**config.mk**
```make
export PLATFORM = sky130hd
export DESIGN_NAME = video_sync_gen
export DESIGN_NICKNAME = d
export VERILOG_FILES = /design/src/rtl/video_sync_gen.sv
export SDC_FILE = /design/constraint.sdc
export NUM_CORES = 1
export LEC_CHECK = 0
export CAP_MARGIN = 5
export CORE_UTILIZATION = 36
export CTS_CLUSTER_SIZE = 10
export DETAILED_ROUTE_END_ITERATION = 8
export GPL_TIMING_DRIVEN = 0
export PLACE_DENSITY = 0.64
export SYNTH_ARGS = -nofsm -noshare
export SYNTH_HDL_FRONTEND = slang
export SYNTH_SLANG_ARGS = --single-unit
```
**constraint.sdc**
```tcl
create_clock -name clk_in -period 2.9 [get_ports clk_in]
set_clock_uncertainty 0.2 [all_clocks]
set_input_delay 0.58 -clock clk_in [delete_from_list [all_inputs] [get_ports clk_in]]
set_output_delay 0.58 -clock clk_in [all_outputs]
set_load 0.01 [all_outputs]
```
**src/rtl/video_sync_gen.sv**
```systemverilog
// Composite-sync generator for NTSC/PAL interlaced video, built on a half-line slot grid.
// Build macro LINE_TRI_EN adds the tri_line input and the line_tri one-shot output.
module video_sync_gen #(
  parameter int HALF_NTSC = 429,
  parameter int HALF_PAL  = 432,
  parameter int HS_W      = 64,
  parameter int EQ_W      = 32,
  parameter int SER_W     = 64
) (
  input  logic       clk_in,
  input  logic       rst,
  input  logic       en,
  input  logic       video_mode,
  output logic       hs_out,
  output logic       odd_field_tri,
  output logic       field_out,
  output logic       vs_out,
  output logic [9:0] pulse_cnt
`ifdef LINE_TRI_EN
  ,
  input  logic [9:0] tri_line,
  output logic       line_tri
`endif
);

  localparam logic [9:0] HALF_N = 10'(HALF_NTSC);
  localparam logic [9:0] HALF_P = 10'(HALF_PAL);
  localparam logic [9:0] HS_W10 = 10'(HS_W);
  localparam logic [9:0] EQ_W10 = 10'(EQ_W);
  localparam logic [9:0] SER_W10 = 10'(SER_W);

  logic [9:0] pc;
  logic [9:0] sc;
  logic       fld;
  logic       mode_r;

  logic [9:0] half;
  logic [9:0] ns;
  logic [9:0] vi;
  logic [9:0] broad_lo;
  logic [9:0] broad_hi;
  logic       in_vblank;
  logic       is_broad;
  logic       has_pulse;
  logic       low;
  logic       fall;
  logic       frame_start;
  logic       pc_last;
  logic       sc_last;
  logic [9:0] cnt_nxt;

  always_comb begin
    half     = mode_r ? HALF_P : HALF_N;
    ns       = mode_r ? 10'd625 : 10'd525;
    vi       = mode_r ? 10'd15 : 10'd18;
    broad_lo = mode_r ? 10'd5 : 10'd6;
    broad_hi = mode_r ? 10'd10 : 10'd12;
    in_vblank = sc < vi;
    is_broad  = (sc >= broad_lo) && (sc < broad_hi);
    // Active slots alternate; the field bit picks the parity, giving the half-line offset.
    has_pulse = in_vblank || ((sc[0] ^ vi[0]) == fld);
    low = 1'b0;
    if (in_vblank) begin
      low = is_broad ? (pc < (half - SER_W10)) : (pc < EQ_W10);
    end else if (has_pulse) begin
      low = pc < HS_W10;
    end
    fall        = has_pulse && (pc == '0);
    frame_start = !fld && (sc == '0) && (pc == '0);
    cnt_nxt     = frame_start ? 10'd1 : pulse_cnt + 10'd1;
    pc_last     = pc == (half - 10'd1);
    sc_last     = sc == (ns - 10'd1);
  end

  always_ff @(posedge clk_in) begin
    if (rst || !en) begin
      pc            <= '0;
      sc            <= '0;
      fld           <= 1'b0;
      mode_r        <= video_mode;
      hs_out        <= 1'b1;
      odd_field_tri <= 1'b0;
      vs_out        <= 1'b0;
      field_out     <= 1'b0;
      pulse_cnt     <= '0;
    end else begin
      hs_out        <= ~low;
      odd_field_tri <= frame_start;
      vs_out        <= is_broad;
      field_out     <= fld;
      if (fall) pulse_cnt <= cnt_nxt;
      if (pc_last) begin
        pc <= '0;
        if (sc_last) begin
          sc  <= '0;
          fld <= ~fld;
          // Mode only changes on a frame boundary (even field wrapping to odd).
          if (fld) mode_r <= video_mode;
        end else begin
          sc <= sc + 10'd1;
        end
      end else begin
        pc <= pc + 10'd1;
      end
    end
  end

`ifdef LINE_TRI_EN
  logic [9:0] tri_r;

  always_ff @(posedge clk_in) begin
    if (rst || !en) begin
      tri_r    <= tri_line;
      line_tri <= 1'b0;
    end else begin
      line_tri <= fall && (tri_r != '0) && (cnt_nxt == tri_r);
      if (pc_last && sc_last && fld) tri_r <= tri_line;
    end
  end
`endif

endmodule

```
**Run 1: clock wiring as the flow saved it**

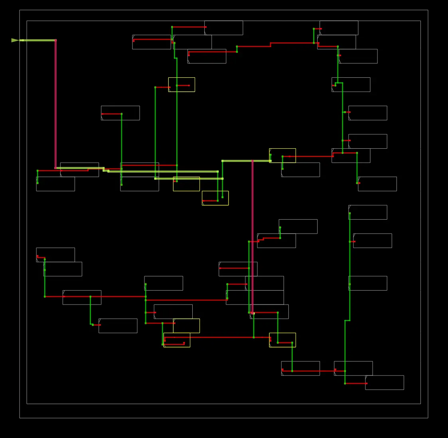
CTS sink count: 36
TritonCTS Buffers: 5
clk latency late pin: 0.29 ns
flop count: 36
clkbuf count: 7

**Run 1: placement by cell class**

Bar = 20 um. Fill, decap, tap and diode cells in grey.
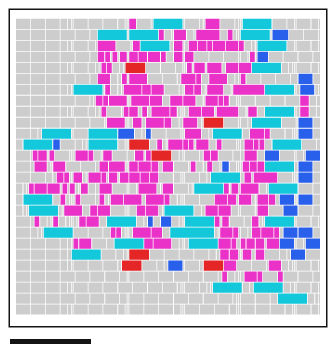
[magenta] all other logic | cells: 191 | share of their area: 56%
[blue] other buffers and delay cells | cells: 25 | share of their area: 9.5%
[cyan] flip-flops | cells: 36 | share of their area: 31%
[red] clock drivers and dummy loads | cells: 7 | share of their area: 4.1%

==> reports/qor.csv, run 1 <==
metric,value,unit
status,"finished, final reports clean",
worst r2r path cells,7,
Psw,0.2159,mW
met3 wire length,163,um
slew margin rel.,39.49,%
met3 usage,3.605,%
Core Area,5540,um2
f_max,375.2,MHz
Comb gates,185,
Final Cell Area,2456,um2
antenna cells,0,
met1 Use GR,20.30,%
worst setup path endpoint,pulse_cnt[9]$_SDFFE_PP0P_,
pre-CTS setup slack,-0.05344,ns
most frequent cell after synthesis,dfxtp_1,
internal power,0.7398,mW
mean area per synthesized cell,8.940,um2
DR WL/cell,13.06,um
Power Combinational,0.0644,mW
All-Layer GR Usage,15.36,%
post-synth top area cell,dfxtp_1,
Max-Cap Viols,0,
Signal buf overhead,9.170,%
Worst Hold Path EP,pc[0]$_SDFF_PP0_,
dominant class by area,multi-input combinational cells,
P_seq,0.506,mW
Final Max Tran Viols,0,
FF-to-FF setup slack,0.23,ns
CTS root buffer,clkbuf_8,
syn_nets,254,
critical path arrival,2.69,ns
clock power share,40.3,%
met2 WL,1912,um
first-pass GRT wire length,7376,um
Post-synth seq share,34.93,%
post-synth area from yosys stat,2092,um2
met2 Use GR,23.33,%
drt pass-1 iters,4,
sequential share of cell area,29.75,%
distinct lib cells,49,
Routed Antenna Nets,0,
yosys warning tally,0,
post-DR vias/cell,5.266,
number of global-route vias before repair,1621,
IO Port Bufs,17,
ClkCell Share,3.923,%
most numerous logic cells after layout,"35 x dfxtp_1, 32 x nor2_1, 19 x nand2_1, 17 x xnor2_1, 17 x clkdlybuf4s50_1",
CTS tree,built,
number of enable flip-flop cells,1,
FF/Latch Area,730.7,um2
Mapped Cells,234,
Post-Layout Cell Count,331,
initial antenna violation count,0,
Die Ht,78.23,um
post-CTS sizing,0,
Final nets,279,
"Hold Violations, Final",0,
crit start category,register,
"Cell Area, Placed",2352,um2
PD cells,389.1,nW/um2
sequential power share,53.0,%
Util after Layout,44.33,%
OpenROAD warnings,30,
layout cell share with drive strength beyond 1,10.42,%
Area leader share,33.49,%
period utilization,91.92,%
biggest area cells,"dfxtp_1 33%, ha_1 9.6%, xnor2_1 7.1%, nor2_1 5.7%, nand2_1 3.4%",
Leakage,0.9078,nW
Placement Rows,27,
**Run 1: gate families picked out**

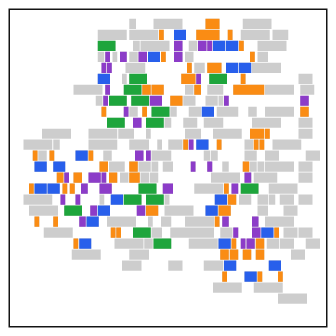
[purple] NAND gates | cells: 41 | most used: nand2_1
[blue] XOR/XNOR gates | cells: 25 | most used: xnor2_1 | where: widely spread
[orange] NOR gates | cells: 58 | most used: nor2_1 | where: widely spread
[green] adder and majority cells | cells: 16 | most used: ha_1

## run 1: worst max-delay path, cell delays in order (launching register included)
cell       delay (ns)
edfxtp_1         0.42
buf_4            0.20
ha_1             0.19
nand4b_1         0.24
a2111oi_2        0.82
or2_4            0.28
o21ai_4          0.10
a21oi_1          0.15
## run 1: logic make-up after synthesis
kind of cell / synth area share (%)
adder cells (fa/ha/maj): 9.569
multiplexers: 0.4785
XOR/XNOR: 10.47
buffers and inverters: 3.349
AND/OR/NAND/NOR: 33.31
flip-flops: 34.93
AND-OR/OR-AND: 7.895
## run 1: flip-flops by register name, summed over array words and instances (netlist names)
register       count
field_out          1
fld                1
hs_out             1
mode_r             1
odd_field_tri      1
pc                10
pulse_cnt         10
sc                10
vs_out             1
==> inputs of run 2 (changes only) <==
--- a/config.mk
+++ b/config.mk
@@ -5,8 +5,9 @@
 export SDC_FILE = /design/constraint.sdc
 export NUM_CORES = 1
 export LEC_CHECK = 0
-export CAP_MARGIN = 5
+export CAP_MARGIN = 20
 export CORE_UTILIZATION = 36
+export CTS_BUF_LIST = sky130_fd_sc_hd__clkbuf_8
 export CTS_CLUSTER_SIZE = 10
 export DETAILED_ROUTE_END_ITERATION = 8
 export GPL_TIMING_DRIVEN = 0
**Run 2: placement by cell class**

Bar = 20 um. Fill, decap, tap and diode cells in grey.
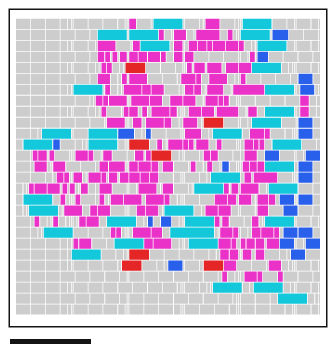
[red] clock drivers and dummy loads | cells: 7 | share of their area: 4.1%
[cyan] flip-flops | cells: 36 | share of their area: 31%
[blue] other buffers and delay cells | cells: 25 | share of their area: 9.5%
[magenta] all other logic | cells: 191 | share of their area: 56%

==> reports/qor.csv, run 2 <==
metric,value,unit
Core Area,5540,um2
number of global-route vias before repair,1621,
flop count,36,
antenna cells,0,
layout cell share with drive strength beyond 1,10.42,%
status,"finished, final reports clean",
yosys xor share,10.47,%
post-DR vias/cell,5.266,
CP max-delay cell,a2111oi_2,
"Hold Violations, Final",0,
syn_nets,254,
FF/Latch Area,730.7,um2
Comb gates,185,
pre-CTS setup slack,-0.05344,ns
"delay-heaviest family, CP",AND-OR/OR-AND gates,
critical path arrival,2.69,ns
met3 wire length,163,um
All-Layer GR Usage,15.36,%
initial antenna violation count,0,
Final Max Tran Viols,0,
Area leader share,33.49,%
CTS tree,built,
clk latency late pin,0.29,ns
Leakage,0.9078,nW
met2 WL,1912,um
most frequent cell after synthesis,dfxtp_1,
slew margin rel.,39.49,%
sequential share of cell area,29.75,%
DR WL/cell,13.06,um
post-synth top area cell,dfxtp_1,
met2 Use GR,23.33,%
OpenROAD warnings,30,
post-synth area from yosys stat,2092,um2
Max stage delay on crit path,0.82,ns
crit start category,register,
number of enable flip-flop cells,1,
post-CTS sizing,0,
"Cell Area, Placed",2352,um2
f_max,375.2,MHz
"Compound Share, Synth",7.895,%
Final nets,279,
yosys warning tally,0,
period utilization,91.92,%
dominant class by area,multi-input combinational cells,
ClkCell Share,3.923,%
Max-Cap Viols,0,
biggest regs,"pc (10), pulse_cnt (10), sc (10)",
distinct lib cells,49,
Signal buf overhead,9.170,%
Post-Layout Cell Count,331,
Routed Antenna Nets,0,
Final Cell Area,2456,um2
IO Port Bufs,17,
**Run 2: gate families picked out**

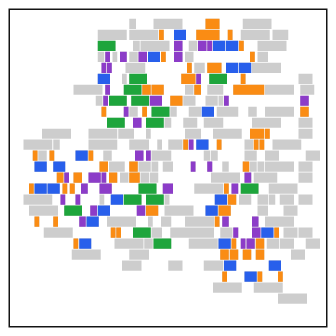
[orange] NOR gates | cells: 58 | most used: nor2_1 | where: widely spread
[blue] XOR/XNOR gates | cells: 25 | most used: xnor2_1 | where: widely spread
[green] adder and majority cells | cells: 16 | most used: ha_1
[purple] NAND gates | cells: 41 | most used: nand2_1

run 2: cell counts after synthesis:
Identical to the previous run, type by type.
run 2: final timing paths:
check | endpoint | slack, ns | depth (start not counted)
worst max register to register | pulse_cnt[9]$_SDFFE_PP0P_ | 0.23 | 7
worst min register to register | pc[0]$_SDFF_PP0_ | 0.28 | 1
worst max-delay path | pulse_cnt[9]$_SDFFE_PP0P_ | 0.23 | 7
worst min-delay path | pc[0]$_SDFF_PP0_ | 0.28 | 1
run 2: power breakdown:
part	internal, mW	total, mW	leakage (nW)	switching [mW]
Combinational	0.0268	0.0644	0.564	0.0376
Clock	0.212	0.385	0.0503	0.174
Sequential	0.502	0.506	0.293	0.00463
No activity file was given, so power comes from the tool's default toggle rates.
